**config.mk**
```make
export PLATFORM = sky130hd
export DESIGN_NAME = keypad_scanner_flat
export DESIGN_NICKNAME = d
export VERILOG_FILES = /design/src/rtl/keypad_scanner_if.sv /design/src/rtl/keypad_scanner.sv /design/src/flat_wrapper.sv
export SDC_FILE = /design/constraint.sdc
export NUM_CORES = 1
export LEC_CHECK = 0
export CORE_MARGIN = 2
export CORE_UTILIZATION = 40
export DETAILED_ROUTE_END_ITERATION = 6
export MAX_ROUTING_LAYER = met4
export SETUP_SLACK_MARGIN = 0.3
export SYNTH_ARGS = -nofsm -noshare
export SYNTH_HDL_FRONTEND = slang
export SYNTH_SLANG_ARGS = --single-unit
```
**constraint.sdc**
```tcl
create_clock -name clk_50mhz -period 2.5 [get_ports clk_50mhz]
set_input_delay 0.25 -clock clk_50mhz [delete_from_list [all_inputs] [get_ports clk_50mhz]]
set_output_delay 0.25 -clock clk_50mhz [all_outputs]
set_load 0.01 [all_outputs]
```
**src/rtl/keypad_scanner_if.sv**
```systemverilog
// Key event bus between the keypad scanner and its consumer.
//   key_code   : last accepted key, row*4 + col
//   key_valid  : one-cycle pulse when key_code is updated (or auto-repeats)
//   key_down   : high while an accepted key is held
// master = scanner (producer), slave = consumer.
interface keypad_scanner_if;
  logic [3:0] key_code;
  logic       key_valid;
  logic       key_down;

  modport master (
    output key_code,
    output key_valid,
    output key_down
  );

  modport slave (
    input key_code,
    input key_valid,
    input key_down
  );
endinterface

```
**src/rtl/keypad_scanner.sv**
```systemverilog
// 4x4 keypad matrix scanner with debounce and single-key encoding.
// Drives one column low at a time, reads the active-low rows back through a
// 2-FF synchronizer, debounces one key and emits a one-cycle key event.
//
// Ports:
//   clk_50mhz : sole clock
//   rst_n     : asynchronous active-low reset
//   rows_i    : keypad rows, active-low, asynchronous to clk_50mhz
//   cols_o    : column drive, active-low, exactly one bit low
//   key_bus   : key event bus (key_code / key_valid / key_down), master side
//
// Optional feature: define KEYPAD_REPEAT_EN to auto-repeat key_valid while a key
// is held (first after REPEAT_DELAY samples, then every REPEAT_RATE samples).
module keypad_scanner #(
  parameter int unsigned SCAN_DIV       = 50000,
  parameter int unsigned DEBOUNCE_SCANS = 20,
  parameter int unsigned REPEAT_DELAY   = 500,
  parameter int unsigned REPEAT_RATE    = 100
) (
  input  logic                    clk_50mhz,
  input  logic                    rst_n,
  input  logic [3:0]              rows_i,
  output logic [3:0]              cols_o,
  keypad_scanner_if.master        key_bus
);

  localparam int unsigned SlotW = (SCAN_DIV > 1) ? $clog2(SCAN_DIV) : 1;
  localparam int unsigned CntW  = $clog2(DEBOUNCE_SCANS + 1);

  typedef enum logic [1:0] {StScan, StDebounce, StHeld} state_e;

  state_e           state_q, state_d;
  logic [3:0]       rows_meta_q, rows_sync_q;
  logic [SlotW-1:0] slot_q;
  logic             sample;
  logic [1:0]       col_q, col_d;
  logic [1:0]       row_q, row_d;
  logic [CntW-1:0]  cnt_q, cnt_d;
  logic [3:0]       code_q, code_d;
  logic             valid_q, valid_d;
  logic             any_low;
  logic [1:0]       low_idx;
  logic             row_low;

`ifdef KEYPAD_REPEAT_EN
  localparam int unsigned RepMax = (REPEAT_DELAY > REPEAT_RATE) ? REPEAT_DELAY : REPEAT_RATE;
  localparam int unsigned RepW   = $clog2(RepMax + 1);

  logic [RepW-1:0] rep_q, rep_d;
  logic            fired_q, fired_d;
`endif

  // Rows are asynchronous; idle (released) level is high.
  always_ff @(posedge clk_50mhz or negedge rst_n) begin
    if (!rst_n) begin
      rows_meta_q <= 4'hF;
      rows_sync_q <= 4'hF;
    end else begin
      rows_meta_q <= rows_i;
      rows_sync_q <= rows_meta_q;
    end
  end

  // Free-running slot timer; the last cycle of a slot is the sample point.
  assign sample = (32'(slot_q) == SCAN_DIV - 1);

  always_ff @(posedge clk_50mhz or negedge rst_n) begin
    if (!rst_n) begin
      slot_q <= '0;
    end else if (sample) begin
      slot_q <= '0;
    end else begin
      slot_q <= slot_q + 1'b1;
    end
  end

  // Lowest-index low row wins.
  always_comb begin
    any_low = ~&rows_sync_q;
    if (!rows_sync_q[0]) begin
      low_idx = 2'd0;
    end else if (!rows_sync_q[1]) begin
      low_idx = 2'd1;
    end else if (!rows_sync_q[2]) begin
      low_idx = 2'd2;
    end else begin
      low_idx = 2'd3;
    end
  end

  assign row_low = ~rows_sync_q[row_q];

  always_comb begin
    state_d = state_q;
    col_d   = col_q;
    row_d   = row_q;
    cnt_d   = cnt_q;
    code_d  = code_q;
    valid_d = 1'b0;
`ifdef KEYPAD_REPEAT_EN
    rep_d   = rep_q;
    fired_d = fired_q;
    if (state_q != StHeld) begin
      rep_d   = '0;
      fired_d = 1'b0;
    end
`endif

    unique case (state_q)
      StScan: begin
        if (sample) begin
          if (any_low) begin
            row_d = low_idx;
            cnt_d = '0;
            // The capture sample already counts as the first match.
            if (DEBOUNCE_SCANS <= 1) begin
              code_d  = {low_idx, col_q};
              valid_d = 1'b1;
              state_d = StHeld;
            end else begin
              state_d = StDebounce;
            end
          end else begin
            col_d = col_q + 2'd1;
          end
        end
      end

      StDebounce: begin
        if (sample) begin
          if (row_low) begin
            // cnt_q counts matches after the capture sample.
            if (32'(cnt_q) + 32'd2 >= DEBOUNCE_SCANS) begin
              code_d  = {row_q, col_q};
              valid_d = 1'b1;
              cnt_d   = '0;
              state_d = StHeld;
            end else begin
              cnt_d = cnt_q + 1'b1;
            end
          end else begin
            cnt_d   = '0;
            col_d   = col_q + 2'd1;
            state_d = StScan;
          end
        end
      end

      StHeld: begin
        if (sample) begin
          if (!row_low) begin
            if (32'(cnt_q) + 32'd1 >= DEBOUNCE_SCANS) begin
              cnt_d   = '0;
              col_d   = col_q + 2'd1;
              state_d = StScan;
            end else begin
              cnt_d = cnt_q + 1'b1;
            end
`ifdef KEYPAD_REPEAT_EN
            rep_d   = '0;
            fired_d = 1'b0;
`endif
          end else begin
            cnt_d = '0;
`ifdef KEYPAD_REPEAT_EN
            rep_d = rep_q + 1'b1;
            if ((!fired_q && (32'(rep_d) >= REPEAT_DELAY)) ||
                (fired_q && (32'(rep_d) >= REPEAT_RATE))) begin
              valid_d = 1'b1;
              rep_d   = '0;
              fired_d = 1'b1;
            end
`endif
          end
        end
      end

      default: begin
        state_d = StScan;
      end
    endcase
  end

  always_ff @(posedge clk_50mhz or negedge rst_n) begin
    if (!rst_n) begin
      state_q <= StScan;
      col_q   <= 2'd0;
      row_q   <= 2'd0;
      cnt_q   <= '0;
      code_q  <= 4'd0;
      valid_q <= 1'b0;
`ifdef KEYPAD_REPEAT_EN
      rep_q   <= '0;
      fired_q <= 1'b0;
`endif
    end else begin
      state_q <= state_d;
      col_q   <= col_d;
      row_q   <= row_d;
      cnt_q   <= cnt_d;
      code_q  <= code_d;
      valid_q <= valid_d;
`ifdef KEYPAD_REPEAT_EN
      rep_q   <= rep_d;
      fired_q <= fired_d;
`endif
    end
  end

  assign cols_o            = ~(4'b0001 << col_q);
  assign key_bus.key_code  = code_q;
  assign key_bus.key_valid = valid_q;
  assign key_bus.key_down  = (state_q == StHeld);

endmodule
```
**src/flat_wrapper.sv**
```systemverilog
// flat-port wrapper written by rule: the top's interface ports become plain ports
module keypad_scanner_flat 
#(
  parameter int unsigned SCAN_DIV       = 50000,
  parameter int unsigned DEBOUNCE_SCANS = 20,
  parameter int unsigned REPEAT_DELAY   = 500,
  parameter int unsigned REPEAT_RATE    = 100
)
  (clk_50mhz, rst_n, rows_i, cols_o, key_bus_key_code, key_bus_key_valid, key_bus_key_down);
  keypad_scanner_if key_bus_i ();
  input  logic clk_50mhz;
  input  logic rst_n;
  input  logic [3:0] rows_i;
  output logic [3:0] cols_o;
  output wire logic [$bits(key_bus_i.key_code)-1:0] key_bus_key_code;
  output wire logic [$bits(key_bus_i.key_valid)-1:0] key_bus_key_valid;
  output wire logic [$bits(key_bus_i.key_down)-1:0] key_bus_key_down;
  assign key_bus_key_code = key_bus_i.key_code;
  assign key_bus_key_valid = key_bus_i.key_valid;
  assign key_bus_key_down = key_bus_i.key_down;
  keypad_scanner #(.SCAN_DIV(SCAN_DIV), .DEBOUNCE_SCANS(DEBOUNCE_SCANS), .REPEAT_DELAY(REPEAT_DELAY), .REPEAT_RATE(REPEAT_RATE)) u_core (.clk_50mhz(clk_50mhz), .rst_n(rst_n), .rows_i(rows_i), .cols_o(cols_o), .key_bus(key_bus_i));
endmodule
```
**Run 1: cell area per tile**

(4 px per µm) 8 x 8 tiles, from dark blue (low) to red (high), 0 to 100% covered.
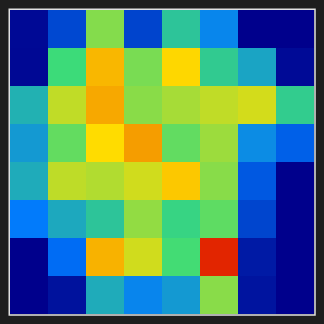
- nearly empty tiles: 16%
- densest ninth of the die: centre
- tiles over 75% full: 11%
- fullest tile: 96%
- mean over tiles: 40%
Core Region: 5075 µm²
floorplan core density: 0.4095
final core occ: 0.4778

**Run 1: placement by cell class**

(4 px per µm)
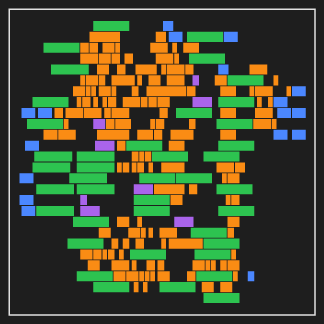
- purple: clock drivers and dummy loads (cells 8; share of their area 3.7%)
- green: sequential cells (cells 40; share of their area 43%)
- blue: remaining buffers and delay cells (cells 17; share of their area 6.9%)
- orange: combinational and other logic (cells 139; share of their area 46%)
Seq/total area: 0.4174
# rows: 26
post-route cell area: 2425 µm²

**Run 1: port wiring**

(4 px per µm)
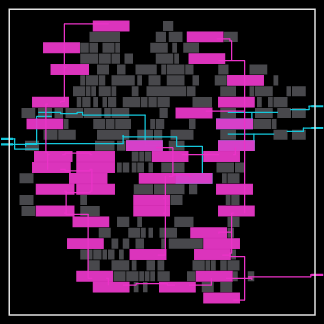
- cyan: key_bus_key_code (direction output; edge 2 east, 2 west; end cells 4; buffers 4; wire 167 µm)
- magenta: rst_n (direction input; edge east; end cells 40; buffers 1; wire 304 µm)
I/O Pins: 16
# port buffers: 15

**Run 1: M1 wires**

(6 px per µm) Supply wires on this layer in grey.
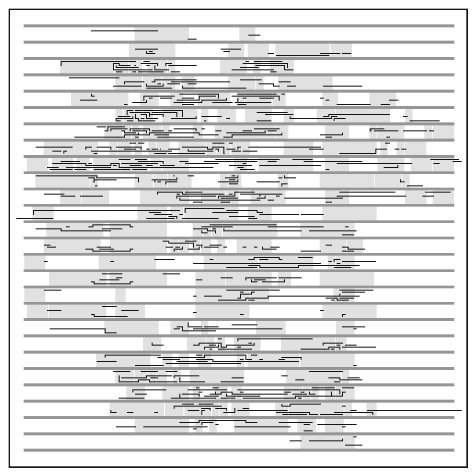
- longest straight run: 24.4 µm
- nets with wire on the layer: 196
via count: 1394
Routed WL: 3667 µm
routing usage on met1: 0.1814

==> flow_summary.toml, run 1 <==
# generated from flow reports
[global_route]
grt_pass1_vias = 1445
use_met2 = 0.2411

[layout]
clk_share = 0.03612
logic_area_um2 = 1010
inverters = 18
lay_top_cells = "dfrtp_1 (31), inv_1 (15), clkdlybuf4s50_1 (14), nor2_1 (13), ha_1 (12)"
sh_comb_area = 0.4164
largest_register_ffs = 16

[outcome]
status = "finished clean"

[synth]
top_cell_area_share = 0.3853
top_cells_by_area = "dfrtp_1 (39%), dfstp_2 (10%), ha_1 (7.2%)"
synth_cells = 181

[setup_path]
crit_slowest_cell = "or4_4"
crit_arrival_ns = 2.29
cp.depth = 5
reg2reg_slack_ns = 0.38

[sta]
fin_ws_ns = 0.3824
holdWs_ns = 0.07098

[clocking]
cts_root_buf = "clkbuf_8"

[run]
drv_cap = 0

[power_and_ir_drop]
pg_clk_uw = 416
-- run 1: final timing paths --
kind                                        from                    end
setup / recovery                 u_core.cnt_q[1]      u_core.state_q[0]
hold / removal                             rst_n       u_core.slot_q[6]
setup reg to reg                 u_core.cnt_q[1]      u_core.state_q[0]
hold reg to reg            u_core.rows_meta_q[3]  u_core.rows_sync_q[3]
max in group asynchronous                  rst_n        u_core.cnt_q[2]
min in group clk_50mhz     u_core.rows_meta_q[3]  u_core.rows_sync_q[3]
-- run 1: through the flow --
stage | util | total power [mW] | instances
after floorplan | - | 0.6773 | 181
after global placement | 0.4534 | 0.6972 | 264
after detailed placement | 0.4534 | 0.6985 | 264
after CTS | 0.4734 | 1.121 | 272
after global routing | 0.4778 | 1.154 | 274
final | 0.4778 | 1.100 | 274
-- run 1: synth_stat cells, types with 3 or more instances --
master / number
dfrtp_1: 32
inv_1: 15
nor2_1: 13
ha_1: 12
nand2_1: 11
xnor2_1: 9
dfstp_2: 8
nand3_1: 7
xor2_1: 7
mux2_1: 6
and3_1: 5
nand2b_1: 4
nor3_1: 4
a31oi_1: 3
inv_2: 3
o2111ai_1: 3
o22ai_1: 3
-- run 1: cell families (layout without fill, tap and decap cells) --
| kind of cell | after synthesis | count (layout) | share of synthesized area |
|---|---|---|---|
| XOR/XNOR | 16 | 16 | 0.06743 |
| adder cells (fa/ha/maj) | 12 | 12 | 0.07224 |
| flip-flops | 40 | 40 | 0.4865 |
| AND/OR/NAND/NOR | 61 | 61 | 0.1776 |
| AND-OR/OR-AND | 24 | 24 | 0.1108 |
| multiplexers | 8 | 8 | 0.04816 |
| buffers and inverters | 20 | 43 | 0.03732 |
**Run 1: placement view**

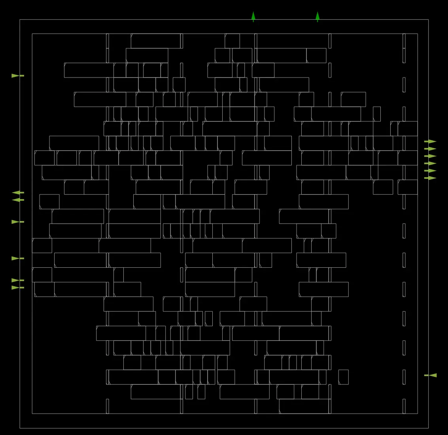

==> run 1 -> run 2 <==
Clock period 2.5 ns to 1.85 ns, I/O delays scaled along.
**Run 2: placement view**

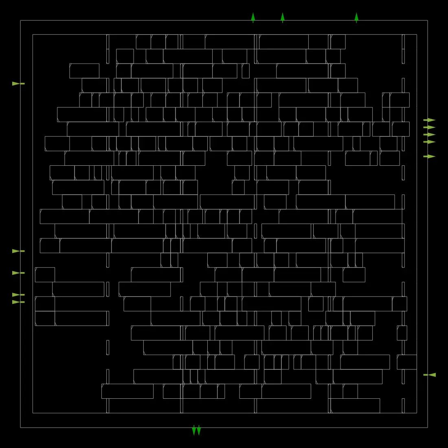
Filler Cells Inserted: 433
Seq/total area: 0.3367
tap cell count: 70
final core occ: 0.5939
Flops: 40

==> flow_summary.toml, run 2 <==
# generated from flow reports
[power_and_ir_drop]
combPwrFrac = 0.022
pg_clk_uw = 735
power.total_mw = 1.667

[setup_path]
r2r_start = "u_core.cnt_q[1]"
crit_arrival_ns = 2.16
critPathLaunch = "u_core.cnt_q[1]"
crit_slowest_cell = "dfrtp_2"

[synth]
yosys_area_um2 = 2078
yosys-top-cells-count = "dfrtp_1 (32), inv_1 (15), nor2_1 (13), ha_1 (12), nand2_1 (11)"
top_cell_area_share = 0.3853
top_cells_by_area = "dfrtp_1 (39%), dfstp_2 (10%), ha_1 (7.2%)"
ys.flops = 40
synth.most_common_cell = "dfrtp_1"
synth_cells = 181

[global_route]
grt_pass1_vias = 1657

[clocking]
cts_tree = "built"
cts_root_buf = "clkbuf_8"
htreeDepth = 2
clk_latency_ns = 0.29

[detailed_routing]
num_vias = 1608
wirelength_um = 4662
drc = 0

[sta]
setup_viol = 8
fin_ws_ns = -0.1392
holdWs_ns = 0.2918
fin_crit_sh = 1.075

[layout]
largest_register_ffs = 16
layout_top_cell = "buf_4"
lay_top_cells = "buf_4 (46), dfrtp_1 (29), inv_1 (14), nor2_1 (11), nand2_1 (10)"
largest_register = "u_core.slot_q"

[floorplanning]
initCoreUtil = 0.4095
rows = 26
core-area_um2 = 5075

[outcome]
violations = "negative setup slack"
status = "complete, but fails checks"

[placement]
dp_cells = 299
portBuffers = 15

[hold_path]
hold_start = "rows_i[0]"

[run]
drv_cap = 0
-- run 2: cell type report --
class	count	area [µm²]
fill	433	2061
sequential	40	1015
timing repair buffer	65	530.5
tap	70	87.58
clock buffer	5	68.82
inverter	18	67.56
clock inverter	3	46.29
multi-input combinational	121	1199
-- run 2: worst paths after layout --
check | to | slack (ns) | cells past startpoint
setup / recovery | u_core.key_bus.key_code[2] | -0.14 | 6
setup reg to reg | u_core.key_bus.key_code[2] | -0.14 | 6
max in group asynchronous | u_core.slot_q[12] | 0.95 | 3
hold reg to reg | u_core.rows_sync_q[3] | 0.36 | 0
hold / removal | u_core.rows_meta_q[0] | 0.29 | 1
min in group asynchronous | u_core.slot_q[0] | 0.37 | 2
-- run 2: logic make-up (layout without fill, tap and decap cells) --
logic type / count (synthesis) / count (layout) / synth area share
DFF: 40 / 40 / 0.4865
muxes: 8 / 8 / 0.04816
adders and majority gates: 12 / 12 / 0.07224
AOI/OAI and AO/OA: 24 / 24 / 0.1108
and+or+nand+nor: 61 / 61 / 0.1776
buffers and inverters: 20 / 91 / 0.03732
xor gates and xnor gates: 16 / 16 / 0.06743
-- run 2: metrics by stage --
stage	setup slack, ns	area [µm²]	TNS, ns	util
after global placement	-0.03413	2620	-0.2241	0.5163
after floorplan	-0.02416	2135	-0.09664	-
final	-0.1392	3014	-0.7754	0.5939
after CTS	-0.06506	2907	-0.5172	0.5727
after global routing	-0.2463	3014	-1.958	0.5939
after detailed placement	-0.08259	2620	-0.6113	0.5163
-- run 2: layer usage --
layer,GRT usage,routed length [µm]
met5,-,0
met4,0.04364,71
met3,0.03673,129
met2,0.3107,2505
met1,0.2114,1955
==> run 2 -> run 3 <==
Settings changed: CTS_CLUSTER_SIZE from default to 25.
**Run 3: port wiring**

(4 px per µm)
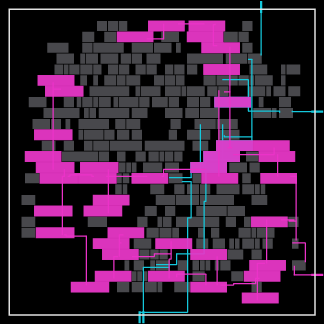
- cyan: key_bus_key_code (direction output; edge 2 south, 1 east, 1 north; end cells 4; buffers 4; wire 218 µm)
- magenta: rst_n (direction input; edge east; end cells 40; buffers 4; wire 309 µm)

==> flow_summary.toml, run 3 <==
# generated from flow reports
[sta]
fin_ws_ns = -0.1392
holdWs_ns = 0.2918
setup_viol = 8
fin_crit_sh = 1.075

[synth]
ys.flops = 40
synth-simple-area-share = 0.1776
synth.most_common_cell = "dfrtp_1"
top_cell_area_share = 0.3853
yosys_area_um2 = 2078
ys_sh_xor = 0.06743
adder_share = 0.07225
synthTopLogicFamily = "simple AND/OR/NAND/NOR gates"
synth_cells = 181
top_cells_by_area = "dfrtp_1 (39%), dfstp_2 (10%), ha_1 (7.2%)"

[clocking]
cts_root_buf = "clkbuf_8"
htreeDepth = 2

[hold_path]
hold_start = "rows_i[0]"
worstHoldEndpoint = "u_core.rows_meta_q[0]"
worstHoldPathCells = 1

[global_route]
grt_util_met3 = 0.03673
use_met1 = 0.2114
busiest_layer = "met2"
grt_pass1_vias = 1657

[detailed_routing]
wl_met2_um = 2505
drc = 0
met1_length_um = 1955
wl_met3_um = 129

[layout]
largest_register = "u_core.slot_q"
layout_top_cell = "buf_4"
fill_cells = 433
fin_area_um2 = 3014
largest_register_ffs = 16

[outcome]
status = "complete, but fails checks"
violations = "negative setup slack"

[setup_path]
reg2reg_slack_ns = -0.14

[placement]
portBuffers = 15
placed_area_um2 = 2620
run 3: cell counts after synthesis:
No cell type changed its count.
run 3: per-stage QoR:
stage / std cells / total power, mW
6_report: 322 / 1.667
5_1_grt: 322 / 1.746
4_1_cts: 318 / 1.688
3_5_place_dp: 299 / 0.9479
3_3_place_gp: 299 / 0.9461
2_1_floorplan: 181 / 0.9152
run 3: worst max-delay path by stage:
| stage | start | to | slack (ns) | depth (start not counted) |
|---|---|---|---|---|
| 6_report | u_core.cnt_q[1] | u_core.key_bus.key_code[2] | -0.14 | 6 |
| 5_1_grt | u_core.cnt_q[1] | u_core.state_q[0] | -0.25 | 6 |
| 4_1_cts | u_core.cnt_q[1] | u_core.state_q[0] | -0.07 | 5 |
| 3_5_place_dp | u_core.slot_q[11] | u_core.key_bus.key_code[2] | -0.08 | 5 |
| 3_3_place_gp | u_core.row_q[0] | u_core.cnt_q[2] | -0.03 | 5 |
| 2_1_floorplan | u_core.cnt_q[2] | u_core.key_bus.key_code[0] | -0.02 | 6 |
run 3: critical path: stages (launching register included):
cell and delay (ns):
dfrtp_2 0.47, ha_4 0.30, o21ai_0 0.08, nand2b_1 0.20, nand3_2 0.15, nor3_4 0.34
mux2_4 0.33
run 3: repair_timing:
action	4_1_cts	5_1_grt
gates cloned	0	0
pin swaps	16	11
hold endpoints to repair	12	0
buffers inserted	10	4
endpoints found under the setup margin	23	24
resized	26	16
hold buffers	1	0
run 3: area by class of cell:
cell class / instances / area [µm²] / area share
Multi-Input combinational cell: 121 / 1199 / 0.3977
Sequential cell: 40 / 1015 / 0.3367
Timing Repair Buffer: 65 / 530.5 / 0.1760
Tap cell: 70 / 87.58 / 0.02906
Clock buffer: 5 / 68.82 / 0.02283
Inverter: 18 / 67.56 / 0.02242
Clock inverter: 3 / 46.29 / 0.01536
Power is estimated from default activity; no workload was simulated.
